$ cat src/rtl/mem_watch_unit.sv
// Memory write watchpoint unit: snoops data-memory writes against per-channel
// address/mode watches and logs time-stamped hit events into a show-ahead FIFO.
module mem_watch_unit #(
    parameter int ADDR_W     = 32,
    parameter int DATA_W     = 32,
    parameter int NCH        = 4,
    parameter int CNT_W      = 32,
    parameter int DEPTH      = 8,
    parameter int STOP_AFTER = 0
) (
    input  logic              clk,
    input  logic              rst,
    input  logic              en,
    input  logic              cfg_we,
    input  logic [2:0]        cfg_ch,
    input  logic [ADDR_W-1:0] cfg_addr,
    input  logic [1:0]        cfg_mode,
    input  logic              mem_we,
    input  logic [ADDR_W-1:0] mem_addr,
    input  logic [DATA_W-1:0] mem_wdata,
    input  logic              evt_rd,
    output logic [CNT_W-1:0]  cycle_cnt,
    output logic              evt_valid,
    output logic [2:0]        evt_ch,
    output logic [CNT_W-1:0]  evt_cycle,
    output logic [DATA_W-1:0] evt_data,
    output logic              evt_ovf,
    output logic              multi_hit,
    output logic              halt_req
);

    localparam int PTR_W = $clog2(DEPTH);
    localparam int ACC_W = (STOP_AFTER < 2) ? 1 : $clog2(STOP_AFTER + 1);

    logic [CNT_W-1:0]  cnt_q;
    logic [ADDR_W-1:0] addr_q   [NCH];
    logic [1:0]        mode_q   [NCH];
    logic [DATA_W-1:0] shadow_q [NCH];

    logic [2:0]        fifo_ch_q   [DEPTH];
    logic [CNT_W-1:0]  fifo_cyc_q  [DEPTH];
    logic [DATA_W-1:0] fifo_data_q [DEPTH];
    logic [PTR_W-1:0]  wr_ptr_q, rd_ptr_q;
    logic [PTR_W:0]    count_q, count_d;

    logic              ovf_q, multi_q, halt_q, halt_d;
    logic [ACC_W-1:0]  acc_q, acc_d;

    logic [NCH-1:0]    match, hit;
    logic [2:0]        hit_idx;
    logic              push, pop, store, full, empty, multi;

    // Hits use the configuration registered before this edge.
    always_comb begin
        match = '0;
        hit   = '0;
        for (int i = 0; i < NCH; i++) begin
            match[i] = mem_we && (mem_addr == addr_q[i]);
            case (mode_q[i])
                2'd1:    hit[i] = match[i];
                2'd2:    hit[i] = match[i] && (mem_wdata != shadow_q[i]);
                default: hit[i] = 1'b0;
            endcase
        end
    end

    always_comb begin
        hit_idx = '0;
        for (int i = NCH - 1; i >= 0; i--) begin
            if (hit[i]) hit_idx = 3'(i);
        end
    end

    assign multi = (hit & (hit - NCH'(1))) != '0;
    assign push  = |hit;
    assign empty = (count_q == '0);
    assign full  = (count_q == (PTR_W + 1)'(DEPTH));
    assign pop   = evt_rd && !empty;
    assign store = push && (!full || pop);

    always_comb begin
        count_d = count_q;
        if (store && !pop)      count_d = count_q + (PTR_W + 1)'(1);
        else if (pop && !store) count_d = count_q - (PTR_W + 1)'(1);

        acc_d = acc_q;
        if (store && (acc_q != ACC_W'(STOP_AFTER))) acc_d = acc_q + ACC_W'(1);
        halt_d = halt_q || ((STOP_AFTER != 0) && (acc_d == ACC_W'(STOP_AFTER)));
    end

    always_ff @(posedge clk or negedge rst) begin
        if (!rst) begin
            cnt_q    <= '0;
            wr_ptr_q <= '0;
            rd_ptr_q <= '0;
            count_q  <= '0;
            ovf_q    <= 1'b0;
            multi_q  <= 1'b0;
            halt_q   <= 1'b0;
            acc_q    <= '0;
            for (int i = 0; i < NCH; i++) begin
                addr_q[i]   <= '0;
                mode_q[i]   <= 2'd0;
                shadow_q[i] <= '0;
            end
        end else begin
            if (en) cnt_q <= cnt_q + CNT_W'(1);
            for (int i = 0; i < NCH; i++) begin
                if (cfg_we && (cfg_ch == 3'(i))) begin
                    addr_q[i]   <= cfg_addr;
                    mode_q[i]   <= cfg_mode;
                    shadow_q[i] <= '0;
                end else if (match[i]) begin
                    shadow_q[i] <= mem_wdata;
                end
            end
            if (store) wr_ptr_q <= wr_ptr_q + PTR_W'(1);
            if (pop)   rd_ptr_q <= rd_ptr_q + PTR_W'(1);
            count_q <= count_d;
            if (push && !store) ovf_q <= 1'b1;
            if (multi)          multi_q <= 1'b1;
            acc_q  <= acc_d;
            halt_q <= halt_d;
        end
    end

    // Storage needs no reset: outputs are masked while the FIFO is empty.
    always_ff @(posedge clk) begin
        if (store) begin
            fifo_ch_q[wr_ptr_q]   <= hit_idx;
            fifo_cyc_q[wr_ptr_q]  <= cnt_q;
            fifo_data_q[wr_ptr_q] <= mem_wdata;
        end
    end

    assign cycle_cnt = cnt_q;
    assign evt_valid = !empty;
    assign evt_ch    = empty ? '0 : fifo_ch_q[rd_ptr_q];
    assign evt_cycle = empty ? '0 : fifo_cyc_q[rd_ptr_q];
    assign evt_data  = empty ? '0 : fifo_data_q[rd_ptr_q];
    assign evt_ovf   = ovf_q;
    assign multi_hit = multi_q;
    assign halt_req  = halt_q;

endmodule

$ cat config.mk
export PLATFORM = sky130hd
export DESIGN_NAME = mem_watch_unit
export DESIGN_NICKNAME = d
export VERILOG_FILES = /design/src/rtl/mem_watch_unit.sv
export SDC_FILE = /design/constraint.sdc
export NUM_CORES = 1
export LEC_CHECK = 0
export ABC_AREA = 1
export CORE_ASPECT_RATIO = 1.5
export CORE_MARGIN = 2
export CORE_UTILIZATION = 35
export CTS_CLUSTER_DIAMETER = 200
export DETAILED_ROUTE_END_ITERATION = 7
export MAX_ROUTING_LAYER = met4
export PLACE_DENSITY_LB_ADDON = 0.08
export SYNTH_ARGS = -nofsm -noshare
export SYNTH_HDL_FRONTEND = slang
export SYNTH_SLANG_ARGS = --single-unit
$ cat constraint.sdc
create_clock -name clk -period 5.8 [get_ports clk]
set_input_delay 1.45 -clock clk [delete_from_list [all_inputs] [get_ports clk]]
set_output_delay 1.45 -clock clk [all_outputs]
set_load 0.05 [all_outputs]
route_heat.png
14 x 20 tiles, from dark purple (low) to yellow (high), scaled to the fullest tile. Values are wire area over tile area, all layers added.
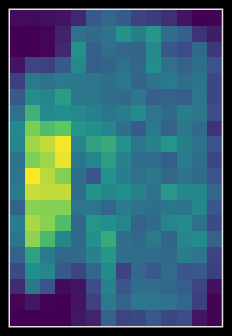
emptiest ninth of the die: upper left
densest ninth of the die: middle left
nearly empty tiles: 6.1%

layers.png
Scale: 1 px per um. Two of the layers only.
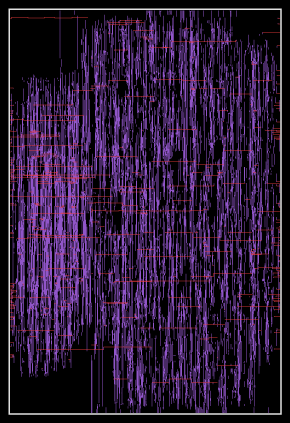
[red] M3 | wire length: 4250 um
[purple] M2 | wire length: 65.7 mm

==> run_summary.xml <==
<?xml version="1.0" encoding="UTF-8"?>
<metrics>
  <group name="final_timing">
    <metric name="clock-skew-final" unit="ps">29.8</metric>
    <metric name="holdWs" unit="ps">486</metric>
    <metric name="worstMarginPinSlew" unit="ps">1060</metric>
    <metric name="grt_setup_unrepaired" unit="">false</metric>
    <metric name="max-slew-margin-rel" unit="%">28.4</metric>
  </group>
  <group name="floorplanning">
    <metric name="rows" unit="">146</metric>
    <metric name="die_h" unit="um">403</metric>
    <metric name="initCoreUtil" unit="%">35.2</metric>
  </group>
  <group name="cts">
    <metric name="clk_root_buffer_cell" unit="">sky130_fd_sc_hd__clkbuf_16</metric>
    <metric name="cts-root-to-sink-buffers" unit="">3</metric>
    <metric name="postCtsSetupBuffers" unit="">0</metric>
    <metric name="cts_resized" unit="">0</metric>
    <metric name="cts_max_level" unit="">3</metric>
  </group>
  <group name="final_layout">
    <metric name="fill_cells" unit="">10464</metric>
    <metric name="final_layout_top_logic_cell" unit="">sky130_fd_sc_hd__nand2_1</metric>
    <metric name="area_delta_synth_final" unit="%">19.2</metric>
    <metric name="flop_area" unit="sq mm">0.0236</metric>
  </group>
  <group name="worst_setup_path">
    <metric name="timing.reg2reg.worst_path_depth" unit="">20</metric>
    <metric name="worst-path-max-fanout" unit="">40</metric>
    <metric name="endpoint_of_the_most_critical_register_to_register_path" unit="">count_q[3]</metric>
    <metric name="criticalPathCategory" unit="">reg2out</metric>
    <metric name="cp-end-kind" unit="">primary output</metric>
    <metric name="crit_path_start_kind" unit="">flip-flop</metric>
    <metric name="worstSetupStartpoint" unit="">rd_ptr_q[1]</metric>
    <metric name="worst-r2r-setup-slack" unit="ps">2390</metric>
  </group>
  <group name="routing">
    <metric name="detailroute.via_count" unit="">27039</metric>
    <metric name="ant_nets" unit="">0</metric>
    <metric name="drt_iter0_markers" unit="">1736</metric>
    <metric name="final_wirelength" unit="um">124000</metric>
  </group>
  <group name="yosys">
    <metric name="ys_area" unit="sq mm">0.0372</metric>
    <metric name="yosysWarningCount" unit="">0</metric>
    <metric name="post_synth_tally_of_flip_flops_with_integrated_enable" unit="">528</metric>
    <metric name="ys_types" unit="">44</metric>
    <metric name="synthFlopType" unit="">sky130_fd_sc_hd__edfxtp_1</metric>
  </group>
  <group name="power">
    <metric name="peak_supply_drop" unit="mV">0.343</metric>
    <metric name="power_frac_clock" unit="%">28.9</metric>
    <metric name="power_density" unit="mW/mm^2">442</metric>
    <metric name="power.combinational.fraction" unit="%">35.2</metric>
  </group>
  <group name="grt">
    <metric name="grt_max_degree" unit="">127</metric>
  </group>
  <group name="hold_path">
    <metric name="holdCritPathClass" unit="">reg2reg</metric>
  </group>
  <group name="placed_design">
    <metric name="place_hpwl" unit="um">83900</metric>
    <metric name="placed_cells" unit="">5228</metric>
    <metric name="post-place-ws" unit="ps">551</metric>
    <metric name="place.port_buffers" unit="">207</metric>
  </group>
  <group name="outcome">
    <metric name="run_status" unit="">completed</metric>
  </group>
</metrics>
placed.png
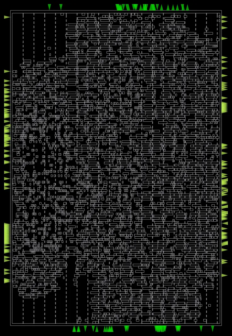
fraction of the core area covered by cells at the end of the flow: 42.0%
Core Region: 0.106 sq mm
Seq area share: 53.2%

closeup.png
Window x 120 to 150, y 187 to 217 um. Cells in grey, sequential cells in the stronger grey; small squares are vias.
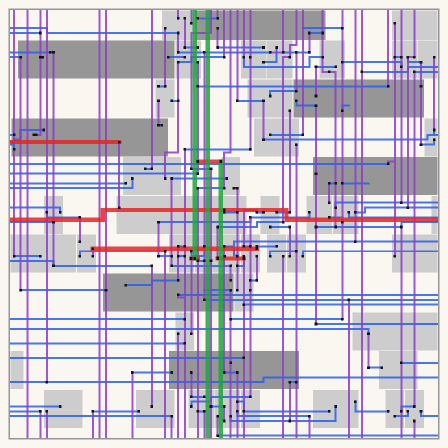
[green] M4
[red] M3
[blue] M1
[purple] M2
netlist names of flops here include: `shadow_q` (5), `fifo_data_q` (2)
sequential cells in the window: 7
cells with their middle in the window: 43
most frequent: nand2_1 (8), nand3_1 (5), dfrtp_1 (5)

-- registers in the layout (all words and copies together) (netlist names) --
| name | count |
|---|---|
| fifo_cyc_q | 256 |
| fifo_data_q | 256 |
| addr_q | 128 |
| shadow_q | 128 |
| cycle_cnt | 32 |
| fifo_ch_q | 16 |
| mode_q | 8 |
| count_q | 4 |
| rd_ptr_q | 3 |
| wr_ptr_q | 3 |
| evt_ovf | 1 |
| multi_hit | 1 |
-- how the worst min path moves through the flow --
stage,end,cells after the start,slack (ps),from
floorplan,addr_q[0],2,450,addr_q[0]
global placement,addr_q[95],2,470,addr_q[95]
detailed placement,addr_q[0],2,480,addr_q[0]
CTS,addr_q[0],2,490,addr_q[0]
global route,addr_q[0],2,510,addr_q[0]
finish,addr_q[0],2,490,addr_q[0]
-- kinds of logic (layout without fill, tap and decap cells) --
| family | Yosys count | after routing | synth area share, % |
|---|---|---|---|
| and+or+nand+nor | 1497 | 1497 | 16.8 |
| DFF | 836 | 836 | 63.3 |
| AOI/OAI and AO/OA | 728 | 728 | 10.3 |
| buffers and inverters | 463 | 727 | 4.82 |
| xor gates and xnor gates | 181 | 181 | 4.26 |
| adders and majority gates | 15 | 15 | 0.525 |
| other | 1 | 7 | 0.0101 |
-- worst max-delay path, stage by stage, from the launching register on --
cell and delay, ps:
sky130_fd_sc_hd__dfrtp_4 900, sky130_fd_sc_hd__buf_4 570, sky130_fd_sc_hd__o21ai_0 170, sky130_fd_sc_hd__o22ai_1 170, sky130_fd_sc_hd__o21ai_0 100, sky130_fd_sc_hd__a31oi_1 450, sky130_fd_sc_hd__clkdlybuf4s50_1 900
-- layer usage --
| metal | routed length [um] | vias up | track usage [%] | part of all wire [%] |
|---|---|---|---|---|
| met1 | 47900 | 13179 | 25.1 | 39 |
| li1 | - | 12999 | - | - |
| met2 | 65700 | 614 | 42.5 | 53 |
| met4 | 6160 | 0 | 11.3 | 5.0 |
| met5 | 0 | - | - | 0 |
| met3 | 4250 | 247 | 2.92 | 3.4 |
-- area by class of cell --
cell class                      instances  area share (%)
Clock inverter                         38           0.830
Timing Repair Buffer                  315            7.25
Antenna cell                            5          0.0282
Tap cell                             1406            3.97
Inverter                              248            2.13
Sequential cell                       836            53.2
Clock buffer                          126            5.66
Multi-Input combinational cell       2423            27.0
-- power by group through the flow --
stage                     clock network (mW)  registers, mW  logic (mW)
after floorplan                            0           6.97        4.45
after global placement                     0           7.16        6.98
after detailed placement                   0           7.17        6.97
after CTS                               5.81           7.05        6.98
after global routing                    6.04           7.07        7.44
final                                   5.66           7.04        6.90
No activity file was given, so power comes from the tool's default toggle rates.
